===== src/rtl/timebase_pkg.sv =====
// Shared types and defaults for the step/run timebase that feeds the 4-bit counter.
package timebase_pkg;

  typedef enum logic [1:0] {
    S_STEP_WAIT  = 2'b00,
    S_STEP_FIRE  = 2'b01,
    S_RUN        = 2'b10,
    S_RUN_PAUSED = 2'b11
  } tb_state_t;

  localparam int unsigned DEF_DIV_COUNT = 25_000_000;
  localparam int unsigned DEF_DB_COUNT  = 500_000;

endpackage


===== src/rtl/key_conditioner.sv =====
// Pushbutton front end: 2-flop synchroniser, polarity normalisation, debounce and
// a one-cycle press pulse on the accepted 0->1 transition.
module key_conditioner #(
  parameter int unsigned DB_COUNT    = 500_000,
  parameter bit          KEY_ACT_LOW = 1'b1
) (
  input  logic clk,
  input  logic clr_b,
  input  logic key_noisy,
  output logic key_db,
  output logic press
);

  localparam int unsigned   CW         = (DB_COUNT > 1) ? $clog2(DB_COUNT) : 1;
  localparam logic [CW-1:0] CNT_LAST   = CW'(DB_COUNT - 1);
  localparam logic          IDLE_LEVEL = KEY_ACT_LOW;

  logic [1:0]    sync;
  logic          key_sync;
  logic [CW-1:0] cnt;
  logic          key_db_q;

  assign key_sync = sync[1] ^ KEY_ACT_LOW;

  always_ff @(posedge clk) begin
    if (!clr_b) begin
      sync     <= {2{IDLE_LEVEL}};
      cnt      <= '0;
      key_db   <= 1'b0;
      key_db_q <= 1'b0;
      press    <= 1'b0;
    end else begin
      sync     <= {sync[0], key_noisy};
      key_db_q <= key_db;
      press    <= key_db & ~key_db_q;
      // The counter measures how long the synced level has disagreed with the
      // accepted level; any return to agreement restarts it.
      if (key_sync == key_db) begin
        cnt <= '0;
      end else if (cnt == CNT_LAST) begin
        key_db <= key_sync;
        cnt    <= '0;
      end else begin
        cnt <= cnt + CW'(1);
      end
    end
  end

endmodule


===== src/rtl/step_tick_generator.sv =====
// Count-enable source for the counter stage: single-step on key press or free-run
// from a divider, with pause/resume, all in the CLK50M domain.
module step_tick_generator
  import timebase_pkg::*;
#(
  parameter int unsigned DIV_COUNT   = DEF_DIV_COUNT,
  parameter int unsigned DB_COUNT    = DEF_DB_COUNT,
  parameter bit          KEY_ACT_LOW = 1'b1
) (
  input  logic       CLK50M,
  input  logic       CLRb,
  input  logic       KEY_noisy,
  input  logic       RUN,
  output logic       TICK,
  output logic       PHASE,
  output logic [1:0] STATE,
  output logic       KEY_DB
);

  localparam int unsigned   DW       = $clog2(DIV_COUNT);
  localparam logic [DW-1:0] DIV_LAST = DW'(DIV_COUNT - 1);
  localparam logic [DW-1:0] DIV_HALF = DW'(DIV_COUNT / 2);

  tb_state_t     state;
  logic          run_s1;
  logic          run_s2;
  logic          press;
  logic [DW-1:0] div;
  logic [DW-1:0] div_next;

  key_conditioner #(
    .DB_COUNT   (DB_COUNT),
    .KEY_ACT_LOW(KEY_ACT_LOW)
  ) u_key (
    .clk      (CLK50M),
    .clr_b    (CLRb),
    .key_noisy(KEY_noisy),
    .key_db   (KEY_DB),
    .press    (press)
  );

  assign div_next = (div == DIV_LAST) ? '0 : div + DW'(1);
  assign STATE    = state;

  // The divider advances on every S_RUN cycle, including the one that takes the
  // pause, so run time before and after a pause adds up to exactly one period.
  always_ff @(posedge CLK50M) begin
    if (!CLRb) begin
      run_s1 <= 1'b0;
      run_s2 <= 1'b0;
      state  <= S_STEP_WAIT;
      div    <= '0;
      TICK   <= 1'b0;
      PHASE  <= 1'b0;
    end else begin
      run_s1 <= RUN;
      run_s2 <= run_s1;
      TICK   <= 1'b0;
      unique case (state)
        S_STEP_WAIT, S_STEP_FIRE: begin
          div   <= '0;
          PHASE <= 1'b0;
          if (run_s2) begin
            state <= S_RUN;
          end else if (state == S_STEP_WAIT && press) begin
            state <= S_STEP_FIRE;
            TICK  <= 1'b1;
          end else begin
            state <= S_STEP_WAIT;
          end
        end
        S_RUN: begin
          if (!run_s2) begin
            state <= S_STEP_WAIT;
            div   <= '0;
            PHASE <= 1'b0;
          end else begin
            div   <= div_next;
            PHASE <= (div_next >= DIV_HALF);
            TICK  <= (div == DIV_LAST);
            if (press) state <= S_RUN_PAUSED;
          end
        end
        S_RUN_PAUSED: begin
          if (!run_s2) begin
            state <= S_STEP_WAIT;
            div   <= '0;
            PHASE <= 1'b0;
          end else if (press) begin
            state <= S_RUN;
          end
        end
      endcase
    end
  end

endmodule


===== config.mk =====
export PLATFORM = sky130hd
export DESIGN_NAME = step_tick_generator
export DESIGN_NICKNAME = d
export VERILOG_FILES = /design/src/rtl/timebase_pkg.sv /design/src/rtl/key_conditioner.sv /design/src/rtl/step_tick_generator.sv
export SDC_FILE = /design/constraint.sdc
export NUM_CORES = 1
export LEC_CHECK = 0
export ABC_AREA = 1
export CAP_MARGIN = 20
export CORE_AREA = 2 2 108 84
export CTS_CLUSTER_DIAMETER = 200
export CTS_CLUSTER_SIZE = 30
export DETAILED_ROUTE_END_ITERATION = 10
export DIE_AREA = 0 0 110 86
export GPL_ROUTABILITY_DRIVEN = 0
export PLACE_DENSITY = 0.56
export SETUP_SLACK_MARGIN = 0.15
export SLEW_MARGIN = 40
export SYNTH_ARGS = -nofsm -noshare
export SYNTH_HDL_FRONTEND = slang
export SYNTH_HIERARCHICAL = 1
export SYNTH_SLANG_ARGS = --single-unit

===== constraint.sdc =====
create_clock -name CLK50M -period 2.55 [get_ports CLK50M]
set_input_delay 0.255 -clock CLK50M [delete_from_list [all_inputs] [get_ports CLK50M]]
set_output_delay 0.255 -clock CLK50M [all_outputs]
set_load 0.01 [all_outputs]

==> changes_impl.md, run 1 <==
### Physical design

* Cell area leaders: dfxtp_1 34%, nand2_1 18%, nor2_1 10%
* Crit end category: register
* CP max stage delay at 390 ps
* Most common reg cell: dfxtp_1
* Inverters at 64
* First-pass GRT wire length at 13550 um
* Clk slew on worst S/H paths at 100 ps
* Postcts setup bufs at 0
* I/O pin cnt at 9
* Number of buffers created by CTS at 5
* Ys cells at 522
* Beginning of the worst hold path: u_key/key_db_q$_SDFF_PN0_
* Max-cap violations at 0
* WHS Endpoint: u_key/press$_SDFF_PN0_
* Result of the run: complete, no violations
* Type of the worst setup path: reg -> reg
* Post-Syn Area per Cell at 6.275 um2
* Hold buffer count at cts at 0
* Startpoint types: register
* Max IR drop VDD at 0.2082 mV
* Pre-antenna DRT Iters at 5
* Biggest Area Class: logic gates
* CTS tree: built
* Final HPWL DP at 5901 um
* Crit path DAT at 2330 ps
* Multiplexer share at 0%
* Fin crit share at 81.42%
* Comb area leader: simple AND/OR/NAND/NOR gates
* PD cells at 411.8 nW/um2
* Cell family with most CP delay: simple AND/OR/NAND/NOR gates
* Die ar. at 9460 um2
* Crit Path Max Fanout at 6
* Simple share at 44.50%
* Post-Syn Instances at 522
* Hold Slack at 388.5 ps
* Adders+Majority by Area at 0.7639%
* Fin crit period at 2076 ps
* Layout net count at 536
* Placed inst area at 3458 um2
* DRC violations left at 0
* Reg2reg path depth at 13
* Worst path required time at 2800 ps
* Hold Path Depth at 1
* Core ar. at 8309 um2
* Initial antenna violation count at 0
* Worst r2r src: div[0]$_SDFFE_PN0P_
* Comb_multi_in at 393
* HP Class: reg -> reg
* Chip area line of the yosys report at 3276 um2
run 1: power breakdown:
group	switching, mW	internal (mW)
logic	0.0164	0.00894
clock network	0.288	0.289
registers	0.00231	0.862
run 1: flip-flops by register name, indices dropped and copies added, names as in the netlist:
| name | cells |
|---|---|
| PHASE | 1 |
| STATE | 2 |
| TICK | 1 |
| div | 25 |
| run_s1 | 1 |
| run_s2 | 1 |
| u_key/cnt | 19 |
| u_key/key_db | 1 |
| u_key/key_db_q | 1 |
| u_key/press | 1 |
| u_key/sync | 2 |
run 1: layer usage:
layer	wire length, um	share of wire, %	global-route usage [%]	vias to the layer above
li1	-	-	-	1642
met1	4455	57	29.21	1371
met2	2860	37	24.26	79
met3	411	5.3	3.647	6
met4	95	1.2	5.409	0
met5	0	0	0	-
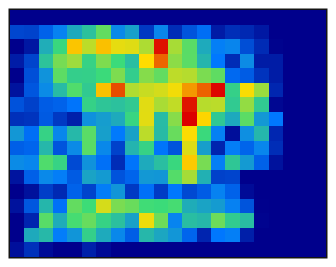
*Routed metal per tile, run 1*
The die is cut into 22 by 17 equal tiles; dark blue is low, red is high, scaled to the fullest tile. Values are wire area over tile area, all layers added.
emptiest ninth of the die: lower right
nearly empty tiles: 28%
tiles over half the peak: 20%

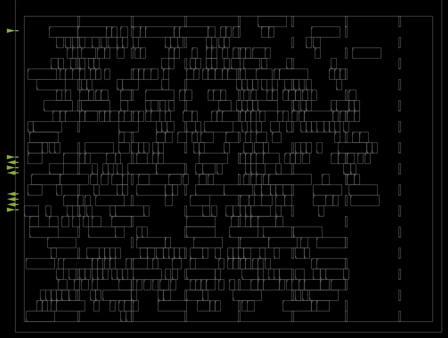
*Placed standard cells, run 1*
Filler Cells Inserted: 875
flop share of the area: 30.92%
Util after Layout: 42.86%
flop count: 55

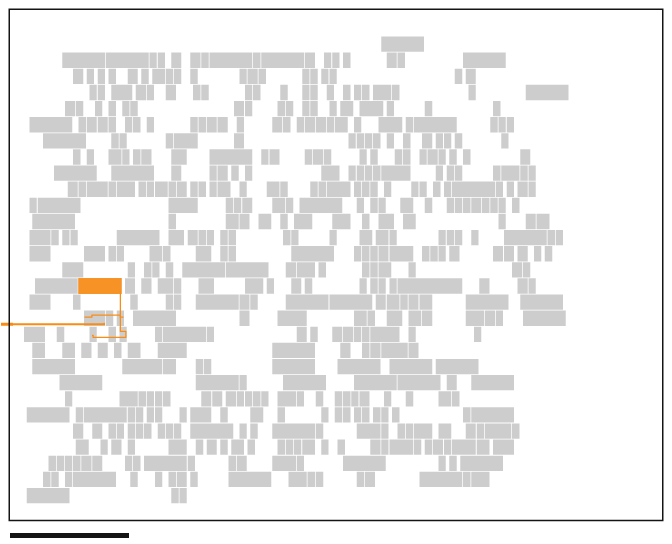
*Nets reached from selected ports, run 1*
Bar = 20 um.
| color | port | bits | direction | edge | end cells | buffers | wire |
|---|---|---|---|---|---|---|---|
| orange | KEY_DB | 1 | output | left | 1 | 1 | 37.4 um |

### Cells colored by class, run 1

Fill, decap, tap and diode cells in gray.
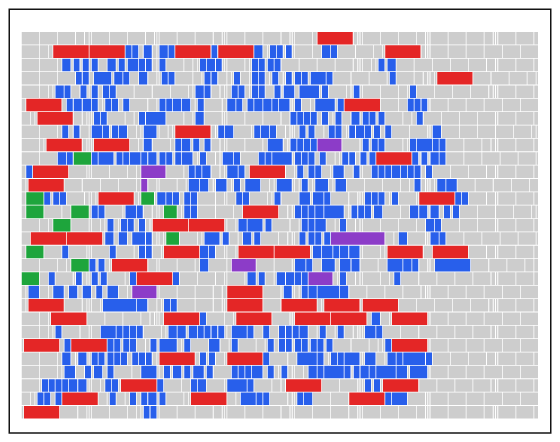

## Run 2: what changed since run 1
==> constraint.sdc (replaced) <==
create_clock -name CLK50M -period 2.03 [get_ports CLK50M]
set_input_delay 0.203 -clock CLK50M [delete_from_list [all_inputs] [get_ports CLK50M]]
set_output_delay 0.203 -clock CLK50M [all_outputs]
set_load 0.01 [all_outputs]
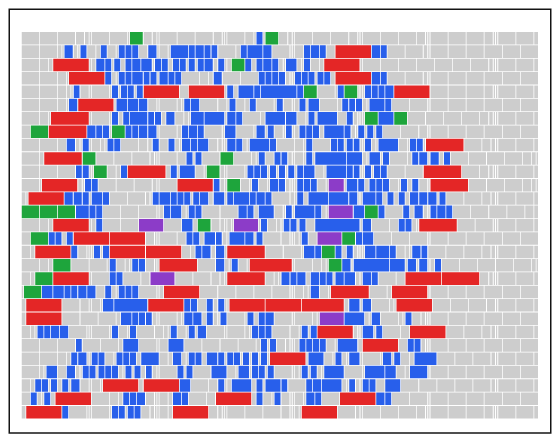
*Cells colored by class, run 2*
Fill, decap, tap and diode cells in gray.
| color | class | cells | share of their area |
|---|---|---|---|
| blue | remaining logic cells | 457 | 61% |
| green | remaining buffers and delay cells | 26 | 5.9% |
| purple | clock drivers and dummy loads | 7 | 2.5% |
| red | registers | 55 | 31% |

==> run 2 against run 1 <==
  * Register-to-register slack worse by 350 ps
  * Utilization is 2.8 points higher
  * Sequential share of layout area is 1.3 points lower
  * First-iteration DRC count is 29% lower
  * Count of clock-buffer cells in the layout stayed put
  * Cell count is 2.4% higher
  * Synthesized cell count stayed put
  * Non-clock buffer count is 15 higher
  * Largest cell class unchanged
  * Largest power group unchanged
==> changes_impl.md, run 2 <==
### Physical design

* Cell family with most CP delay: simple AND/OR/NAND/NOR gates
* Non-Clock Buffer Area Fraction at 5.669%
* Fin crit period at 1909 ps
* Comb pwr at 0.0314 mW
* R2R Setup Slk at 120 ps
* Comb_multi_in at 393
* Crit Path Max Fanout at 5
* Top power group: sequential cells
* Port Buf Inserts at 8
* Result of the run: complete, no violations
* Fin crit share at 94.04%
* Reg with most FFs: div
* Most common reg cell: dfxtp_1
* Startpoint types: register
* Clk pwr share at 36.2%
* Flop count at 55
* Initial antenna violation count at 0
* Seq group at 1.08 mW
* Die ar. at 9460 um2
* Width of the die at 110 um
* Hold Slack at 400.3 ps
* I/O pin cnt at 9
* Post-Syn Instances at 522
* Largest regs: div (25), u_key/cnt (19)
* Worst r2r src: div[1]$_SDFFE_PN0P_
* Number of buffers created by CTS at 5
* Biggest Area Class: logic gates
* Cell area leaders: dfxtp_1 34%, nand2_1 18%, nor2_1 10%
* Switching portion of total power at 21.80%
* Max IR drop VDD at 0.2842 mV
* Pre-antenna DRT Iters at 5
* Hold Path Depth at 1
* Final HPWL DP at 6014 um
* Crit path DAT at 2150 ps
* Sw power at 0.3810 mW
* Filler Cells Inserted at 847
* Combinational fraction of design power at 1.8%
* WHS Endpoint: u_key/press$_SDFF_PN0_
* Ys cells at 522
* CP max stage delay at 380 ps
* P_clk at 0.633 mW
* CTS tree: built
* Internal power at 1.367 mW
* Post-Syn Area per Cell at 6.275 um2
* First-pass GRT wire length at 13860 um
* DRC violations left at 0
* Core ar. at 8309 um2
* PD cells at 460.4 nW/um2
* Postcts setup bufs at 4
* Worst path required time at 2270 ps
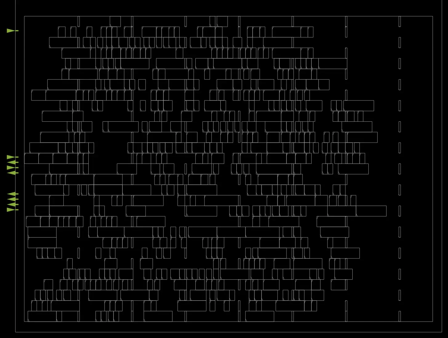
*Placed standard cells, run 2*
tap cells: 108
Final Instance Count excl. Fillers: 653
flop share of the area: 29.63%

[run 2: cell counts after synthesis]
No cell type changed its count.
[run 2: metal layers]
layer  routed length, um  track usage (%)  share of wire (%)  up-vias
met1                4478            29.69                 55     1445
met3                 397            2.888                4.8       10
met4                 102            4.373                1.2        0
li1                    -                -                  -     1672
met5                   0                0                  0        -
met2                3238            25.82                 39       91
[run 2: logic make-up (layout without fill, tap and decap cells)]
kind of cell    count (synthesis)  count (layout)  share of synthesized area [%]
fa+ha+maj                       2               2                         0.7638
flops                          55              55                          33.61
buf+inv                        74              97                          9.014
simple gates                  328             328                          44.50
xor+xnor                       14              14                          3.743
compound gates                 49              49                          8.365
## Run 3: what changed since run 2
--- a/config.mk
+++ b/config.mk
@@ -15,7 +15,6 @@
 export GPL_ROUTABILITY_DRIVEN = 0
 export PLACE_DENSITY = 0.56
 export SETUP_SLACK_MARGIN = 0.15
-export SLEW_MARGIN = 40
 export SYNTH_ARGS = -nofsm -noshare
 export SYNTH_HDL_FRONTEND = slang
 export SYNTH_HIERARCHICAL = 1
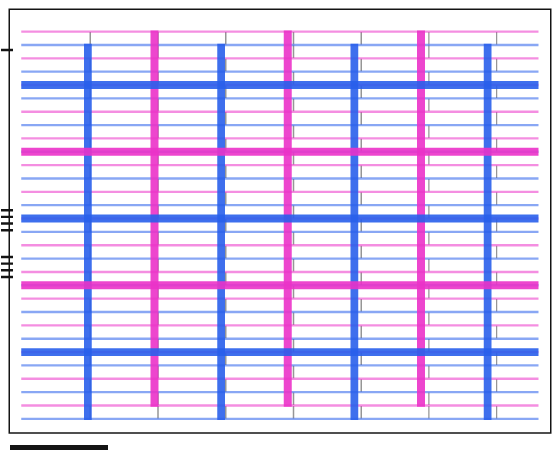
*Power grid, run 3*
Bar = 20 um. Pins as bars on the die edge. Tap cells in gray.
| color | net |
|---|---|
| magenta | VDD |
| blue | VSS |
rows: 29
met1 rails: 30
tap cells: 108

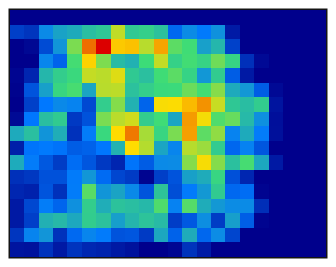
*Routed metal per tile, run 3*
The die is cut into 22 by 17 equal tiles; dark blue is low, red is high, scaled to the fullest tile. Values are wire area over tile area, all layers added.
nearly empty tiles: 29%
tiles over half the peak: 16%
densest ninth of the die: center

==> run 3 against run 2 <==
  * First-iteration DRC count unchanged
  * Maximum frequency stayed put
  * Area after synthesis did not move
  * Clock power about the same
  * Largest cell class unchanged
==> changes_impl.md, run 3 <==
### Physical design

* DRC violations left at 0
* Inverters at 64
* Cell area leaders: dfxtp_1 34%, nand2_1 18%, nor2_1 10%
* HP Class: reg -> reg
* Post-Syn Instances at 522
* Max IR drop VDD at 0.2842 mV
* Util after Layout at 45.69%
* Hold Path Depth at 1
* Aoi share at 8.365%
* First-pass GRT wire length at 13860 um
* Hold Fails Final Rpt at 0
* Simple share at 44.50%
* Hold Slack at 400.3 ps
* Largest regs: div (25), u_key/cnt (19)
* Layout net count at 551
* Chip area line of the yosys report at 3276 um2
* Pre-antenna DRT Iters at 5
* WL met3 at 397 um
* Comb area leader: simple AND/OR/NAND/NOR gates
* Final HPWL DP at 6014 um
* Biggest Area Class: logic gates
* Max-cap violations at 0
* Reg2reg path depth at 13
* Crit path DAT at 2150 ps
* Fin crit period at 1909 ps
* Met2 GRT Util at 25.82%
* I/O pin cnt at 9
* Final Instance Count excl. Fillers at 653
* Clock buf count at 6
* Non-Clock Buffer Area Fraction at 5.669%
* R2r endpoint: PHASE$_SDFFE_PN0P_
* Top-area cell share at 33.61%
* Beginning of the worst hold path: u_key/key_db_q$_SDFF_PN0_
* Tap cells at 108
* Crit end category: register
* Most common reg cell: dfxtp_1
* Crit Path Max Fanout at 5
* Clk slew on worst S/H paths at 100 ps
* CP max stage delay at 380 ps
* Met3 Use GR at 2.888%
* Placed inst area at 3503 um2
* Busiest layer in global routing: met1
* Die ar. at 9460 um2
* Port Buf Inserts at 8
* Flop count at 55
* Bufs on Longest Clock Path at 2
* Cell family with most CP delay: simple AND/OR/NAND/NOR gates
* Met1 Use GR at 29.69%
* Worst path required time at 2270 ps
* Postcts setup bufs at 4
* Comb_multi_in at 393
* Startpoint types: register
* Fin crit share at 94.04%
* Synth unique cells at 34
* Reg with most FFs: div
* Post-synth EDFFs at 0
* Max reg flops at 25
* Final clock skew at 5.279 ps
* XOR Share, Synth at 3.743%
* Core ar. at 8309 um2
* Width of the die at 110 um
* Worst r2r src: div[1]$_SDFFE_PN0P_
* Met2 Wirelength at 3238 um
* Adders+Majority by Area at 0.7639%
* Highest routed layer: met4
* Flop share of the area at 29.63%
* Post-Syn Area per Cell at 6.275 um2
* WL met1 at 4478 um
* Result of the run: complete, no violations
* CTS tree: built
* Filler Cells Inserted at 847
* R2R Setup Slk at 120 ps
* PD cells at 460.4 nW/um2
* Multiplexer share at 0%
* Initial antenna violation count at 0
* Number of buffers created by CTS at 5
* Type of the worst setup path: reg -> reg
run 3: cell counts after synthesis:
Identical to the previous run, type by type.
run 3: worst max-delay path by stage:
stage	start	end	slack, ps
floorplan	div[0]$_SDFFE_PN0P_	PHASE$_SDFFE_PN0P_	250
global placement	div[1]$_SDFFE_PN0P_	PHASE$_SDFFE_PN0P_	20
detailed placement	div[1]$_SDFFE_PN0P_	PHASE$_SDFFE_PN0P_	20
CTS	div[5]$_SDFFE_PN0P_	PHASE$_SDFFE_PN0P_	160
global route	div[1]$_SDFFE_PN0P_	PHASE$_SDFFE_PN0P_	20
finish	div[1]$_SDFFE_PN0P_	PHASE$_SDFFE_PN0P_	120
run 3: where the power goes:
part           switching (mW)  internal (mW)  total [mW]
Clock                   0.358          0.276       0.633
Combinational          0.0202         0.0112      0.0314
Sequential            0.00291           1.08        1.08
Power is estimated from default activity; no workload was simulated.
